==> images/registers.png <==
Scale bar: 20 um. Other sequential cells in the stronger gray, the rest of the logic in the fainter gray.
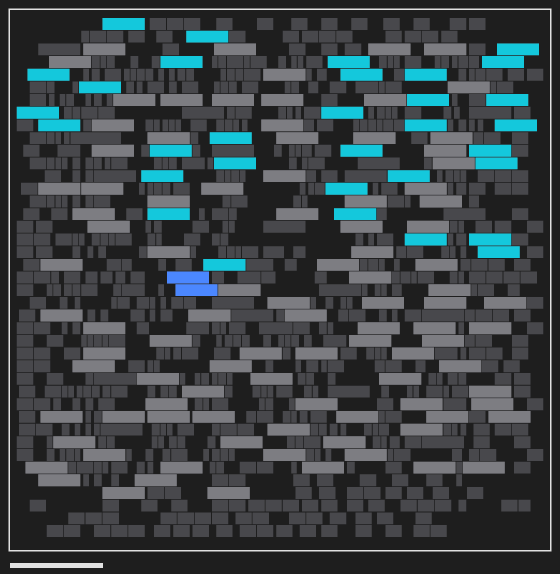
==> images/zoom.png <==
Scale bar: 10 um. Region (16, 16) to (41, 41) um. Cells in gray, sequential cells in the stronger gray; small squares are vias.
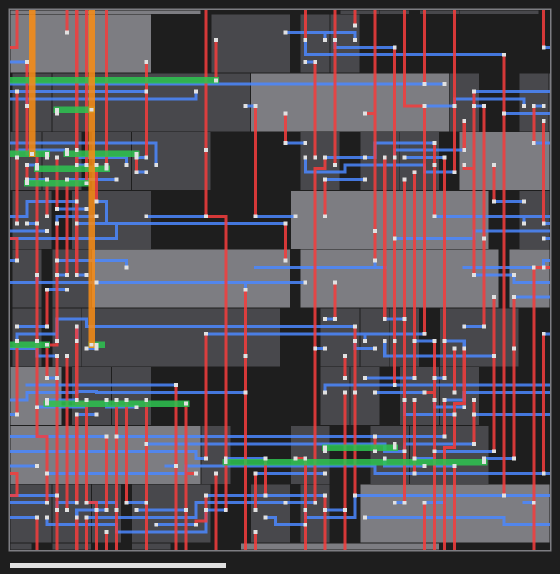
==> images/final_congestion.png <==
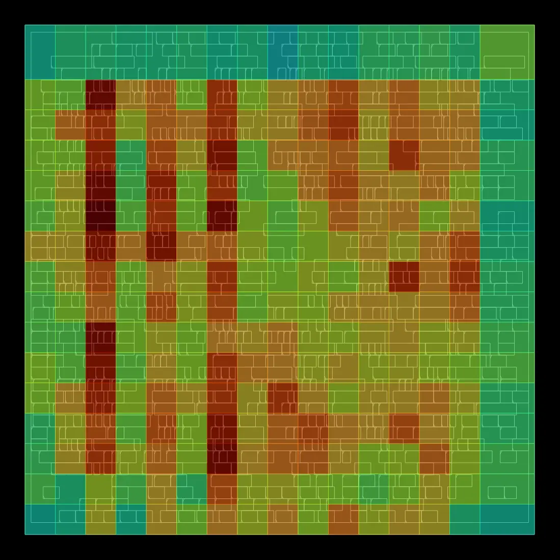
==> images/gate_families.png <==
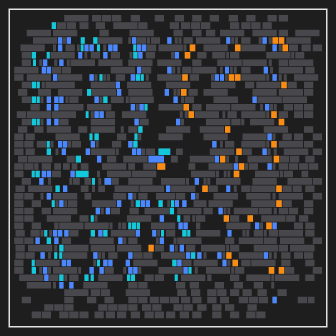
==> images/port_nets.png <==
Scale bar: 20 um.
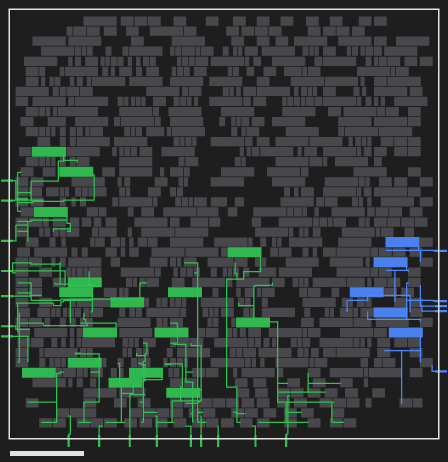
==> config.mk <==
export PLATFORM = sky130hd
export DESIGN_NAME = if_id_pipe_reg
export DESIGN_NICKNAME = d
export VERILOG_FILES = /design/src/rtl/if_id_pipe_reg.sv
export SDC_FILE = /design/constraint.sdc
export NUM_CORES = 1
export LEC_CHECK = 0
export CAP_MARGIN = 20
export CORE_UTILIZATION = 50
export CTS_CLUSTER_DIAMETER = 30
export DETAILED_ROUTE_END_ITERATION = 8
export PLACE_DENSITY_LB_ADDON = 0.1
export RECOVER_POWER = 100
export SLEW_MARGIN = 25
export SYNTH_ARGS = -nofsm -noshare
export SYNTH_HDL_FRONTEND = slang
export SYNTH_SLANG_ARGS = --single-unit
==> constraint.sdc <==
create_clock -name clk -period 3.4 [get_ports clk]
set_clock_uncertainty 0.05 [all_clocks]
set_input_delay 0.68 -clock clk [delete_from_list [all_inputs] [get_ports clk]]
set_output_delay 0.68 -clock clk [all_outputs]
set_load 0.02 [all_outputs]
==> src/rtl/if_id_pipe_reg.sv <==
// IF/ID pipeline register: valid/ready handshake with a two-entry skid buffer,
// synchronous flush, and instruction field decode taken from the main entry.
module if_id_pipe_reg #(
  parameter int          PC_W      = 32,
  parameter logic [31:0] NOP_INSTR = 32'h0000_0000,
  parameter bit          IMM_SEXT  = 1'b1
) (
  input  logic            clk,
  input  logic            rst_n,
  input  logic            in_valid,
  output logic            in_ready,
  input  logic [31:0]     in_instr,
  input  logic [PC_W-1:0] in_pc4,
  input  logic            flush,
  output logic            out_valid,
  input  logic            out_ready,
  output logic [5:0]      out_opcode,
  output logic [4:0]      out_rs,
  output logic [4:0]      out_rt,
  output logic [4:0]      out_rd,
  output logic [4:0]      out_shamt,
  output logic [5:0]      out_func,
  output logic [15:0]     out_imm,
  output logic [31:0]     out_imm_ext,
  output logic [25:0]     out_addr,
  output logic [PC_W-1:0] out_pc4
);

  typedef enum logic [1:0] {
    EMPTY = 2'd0,
    ONE   = 2'd1,
    FULL  = 2'd2
  } occ_t;

  occ_t            state_r, state_s;
  logic [31:0]     main_instr_r, main_instr_s;
  logic [PC_W-1:0] main_pc4_r, main_pc4_s;
  logic [31:0]     skid_instr_r, skid_instr_s;
  logic [PC_W-1:0] skid_pc4_r, skid_pc4_s;
  logic            accept_s;
  logic            pop_s;

  function automatic logic [31:0] extend_imm(input logic [15:0] imm);
    if (IMM_SEXT) begin
      extend_imm = {{16{imm[15]}}, imm};
    end else begin
      extend_imm = {16'h0000, imm};
    end
  endfunction

  // Handshake is derived only from registered occupancy, never from out_ready.
  assign in_ready  = (state_r != FULL);
  assign out_valid = (state_r != EMPTY);
  assign accept_s  = in_valid && in_ready;
  assign pop_s     = out_valid && out_ready;

  assign out_opcode  = main_instr_r[31:26];
  assign out_rs      = main_instr_r[25:21];
  assign out_rt      = main_instr_r[20:16];
  assign out_rd      = main_instr_r[15:11];
  assign out_shamt   = main_instr_r[10:6];
  assign out_func    = main_instr_r[5:0];
  assign out_imm     = main_instr_r[15:0];
  assign out_imm_ext = extend_imm(main_instr_r[15:0]);
  assign out_addr    = main_instr_r[25:0];
  assign out_pc4     = main_pc4_r;

  // Next occupancy and entry contents; flush overrides every transition.
  always_comb begin
    state_s      = state_r;
    main_instr_s = main_instr_r;
    main_pc4_s   = main_pc4_r;
    skid_instr_s = skid_instr_r;
    skid_pc4_s   = skid_pc4_r;
    if (flush) begin
      state_s      = EMPTY;
      main_instr_s = NOP_INSTR;
      main_pc4_s   = {PC_W{1'b0}};
      skid_instr_s = NOP_INSTR;
      skid_pc4_s   = {PC_W{1'b0}};
    end else begin
      case (state_r)
        EMPTY: begin
          if (accept_s) begin
            state_s      = ONE;
            main_instr_s = in_instr;
            main_pc4_s   = in_pc4;
          end else begin
            state_s = EMPTY;
          end
        end
        ONE: begin
          if (accept_s && pop_s) begin
            main_instr_s = in_instr;
            main_pc4_s   = in_pc4;
          end else if (accept_s) begin
            state_s      = FULL;
            skid_instr_s = in_instr;
            skid_pc4_s   = in_pc4;
          end else if (pop_s) begin
            state_s = EMPTY;
          end else begin
            state_s = ONE;
          end
        end
        FULL: begin
          // The skid entry is older than anything fetch can offer, so it drains first.
          if (pop_s) begin
            state_s      = ONE;
            main_instr_s = skid_instr_r;
            main_pc4_s   = skid_pc4_r;
          end else begin
            state_s = FULL;
          end
        end
        default: begin
          state_s      = EMPTY;
          main_instr_s = NOP_INSTR;
          main_pc4_s   = {PC_W{1'b0}};
        end
      endcase
    end
  end

  // State and entry registers with asynchronous reset to an empty NOP-filled stage.
  always_ff @(posedge clk or negedge rst_n) begin
    if (!rst_n) begin
      state_r      <= EMPTY;
      main_instr_r <= NOP_INSTR;
      main_pc4_r   <= {PC_W{1'b0}};
      skid_instr_r <= NOP_INSTR;
      skid_pc4_r   <= {PC_W{1'b0}};
    end else begin
      state_r      <= state_s;
      main_instr_r <= main_instr_s;
      main_pc4_r   <= main_pc4_s;
      skid_instr_r <= skid_instr_s;
      skid_pc4_r   <= skid_pc4_s;
    end
  end

endmodule

==> ci_impl_report.md <==
### Yosys + OpenROAD results

| Metric | Value |
|---|---|
| Drt pass-1 iters | 5 |
| Arrival time at the worst endpoint | 3190 ps |
| Insertion delay at the late pin of the worst-skew pair | 420 ps |
| Mean instance size in the synthesized netlist | 9.38 um2 |
| Total cells reported by yosys after synthesis | 691 |
| Wire length per cell after detailed routing | 16.4 um |
| Hold_buf cts | 0 |
| Vias after detailed routing | 5332 |
| Number of resized instances in the post-cts repair step | 0 |
| Residual DRC count | 0 |
| Mapped Cells | 691 |
| Instance area after placement | 8090 um2 |
| Nature of the critical path startpoint | flop |
| Result of the run | completed |
| # setup viols final | 0 |
| Setup total negative slack | 0 ps |
| Number of pins exceeding their max-slew limit in the final report | 0 |
| Power per unit of standard cell area | 492 nW/um2 |
| # Max-Cap Violations | 0 |
| Boundary pin count | 209 |
| Die span in y | 116 um |
| Top cells by area | dfrtp_1, buf_4, nand2_1, a21oi_1, a221o_1 |
| Worst setup EP type | flop |
| Ys Warns | 0 |
| Maximum number of pins on one net before global-route repair | 55 |
| Clock slew seen by the registers of the worst setup and hold paths | 50 ps |
| Top library cells by usage in the layout, fill and taps aside | dlygate4sd3_1, nand2_1, dfrtp_1 |
| Portion of the clock cycle consumed by the worst path in the final layout | 0.857 |
| Overall chip area | 13400 um2 |
| Overall fraction of global-route tracks in use | 0.253 |
| Root buffer cell | clkbuf_16 |
| Routed wire length | 16200 um |
| Library cell with the largest summed area after synthesis | dfrtp_1 |
| Yosys cell types | 27 |
| Buffers on Ports | 208 |
| Place WS | 874 ps |
| Final weighted congestion of routability-driven global placement | 0.772 |
| R2r startpoint | state_r[1] |
| Number of nets in the layout | 877 |
| H-tree level count | 4 |
| Post-synth regs | 130 |
| Number of sinks on the clock net | 130 |
| Final Hold Vio Count | 0 |
| Post-CTS setup buffer count | 0 |
| Number of DRC markers after the initial detailed-route iteration | 508 |
| Vias per Instance | 5.38 |
| Die extent in x | 116 um |
| Category of the critical setup timing path | reg2reg |
| Half-perimeter wire length after placement | 10300 um |
| Kind of path behind the tightest hold check | in2async |
| Peak Freq | 343 MHz |
| Growth of design area from synthesis to finish | 33.1% |
| Crit Path Max Fanout | 22 |
| Clock tree from TritonCTS | built |
| Vias in the first global route | 5306 |
| Number of rows created at floorplan | 41 |
| Gr ovfl total | 0 |
| Most common cell after layout, fill and taps aside | dlygate4sd3_1 |
| Setup repair after global routing missed its margin | false |
| Core Density at Floorplan | 0.514 |
About registers.png:
`out_pc4` -> cyan  # placed flops 32
`state_r` -> blue  # placed flops 2

About zoom.png:
met3 -> green
met2 -> red
met1 -> blue
met4 -> orange
netlist names of flops here include = `main_instr_r` (5), `skid_instr_r` (2)
sequential cells in the window = 7
most frequent = o21ai_0 (10), nand2_1 (8), dfrtp_1 (7)
cells with their middle in the window = 49

About final_congestion.png:
GR Layer Usage met1: 0.310
Util after Layout: 0.684
global-route track usage on met3: 0.0492

About gate_families.png:
inverting AOI/OAI gates -> blue  # cells 131, most used a21oi_1
AND and OR gates -> orange  # cells 34, most used and2_1
NOR gates -> cyan  # cells 69, most used nor2_1

About port_nets.png:
`out_imm` -> green  # bits 16, direction output, edge 9 bottom, 7 left, end cells 16, buffers 16, wire 895 um
`out_rs` -> blue  # bits 5, direction output, edge right, end cells 5, buffers 5, wire 145 um

==> synthesized netlist by cell type <==
master,count
buf_2,15
nor2b_4,1
nor2b_1,1
a21oi_4,1
and2_1,32
nand2b_4,1
dfrtp_1,130
buf_1,1
nor3_1,32
mux2i_1,32
a21oi_1,65
nor3b_2,1
o21ai_0,64
a221o_1,32
or2_2,1
buf_6,4
nand2b_1,2
nor2_1,33
a211oi_1,1
nor2_2,1
clkbuf_1,21
o21a_1,1
or2_4,1
buf_4,85
a21o_2,1
o22a_1,1
nand2_1,131
==> power breakdown <==
group / switching (mW) / leakage, nW / internal [mW] / total (mW)
combinational: 0.440 / 1.90 / 0.339 / 0.779
sequential: 0.0744 / 1.76 / 1.63 / 1.70
clock: 0.631 / 0.289 / 1.13 / 1.76
==> registers in the layout, indices dropped and copies added, names as in the netlist <==
name / count
out_pc4: 32
state_r: 2
main_instr_r: 32
skid_instr_r: 32
skid_pc4_r: 32
==> cells by family (layout without fill, tap and decap cells) <==
group,count (synthesis),count (layout),share of synthesized area
AND/OR/NAND/NOR,237,237,0.163
AND-OR/OR-AND,166,166,0.156
flip-flops,130,130,0.502
buffers and inverters,126,255,0.130
multiplexers,32,32,0.0494
==> per-layer routing <==
metal | up-vias | part of all wire | wire length [um] | GRT usage
li1 | 2519 | - | - | -
met4 | 0 | 0.018 | 287 | 0.120
met2 | 195 | 0.50 | 8110 | 0.429
met5 | - | 0 | 0 | 0
met1 | 2595 | 0.42 | 6880 | 0.310
met3 | 23 | 0.058 | 944 | 0.0492
==> per-stage QoR <==
step | instances | hold slack [ps]
2_1_floorplan | 691 | 334
6_report | 992 | 226
3_3_place_gp | 961 | 444
4_1_cts | 992 | 247
5_1_grt | 992 | 265
3_5_place_dp | 961 | 450
==> critical path, stage by stage (launching register included) <==
cell      delay, ps
dfrtp_1         820
clkbuf_1        580
nor2b_1         230
nand2_1         140
clkbuf_1        660
nor2_1          110
nor3_1          210
==> path summary, 6_finish.rpt <==
path                                    end  cells after the start  slack [ps]
hold reg to reg                  out_pc4[4]                      1         450
hold / removal             skid_instr_r[25]                      1         230
setup reg to reg                out_pc4[27]                      6         490
max in group asynchronous    skid_pc4_r[27]                      2        1270
min in group clk                 out_pc4[4]                      1         450
setup / recovery                out_pc4[27]                      6         490
==> layout make-up <==
type | instances | area (um2)
Clock buffer | 27 | 533
Fill cell | 1009 | 3990
Timing Repair Buffer | 224 | 2190
Tap cell | 172 | 215
Clock inverter | 4 | 45.0
Multi-Input combinational cell | 435 | 2390
Sequential cell | 130 | 3250
Power figures rest on the tool's default switching activity, not on a simulated workload.
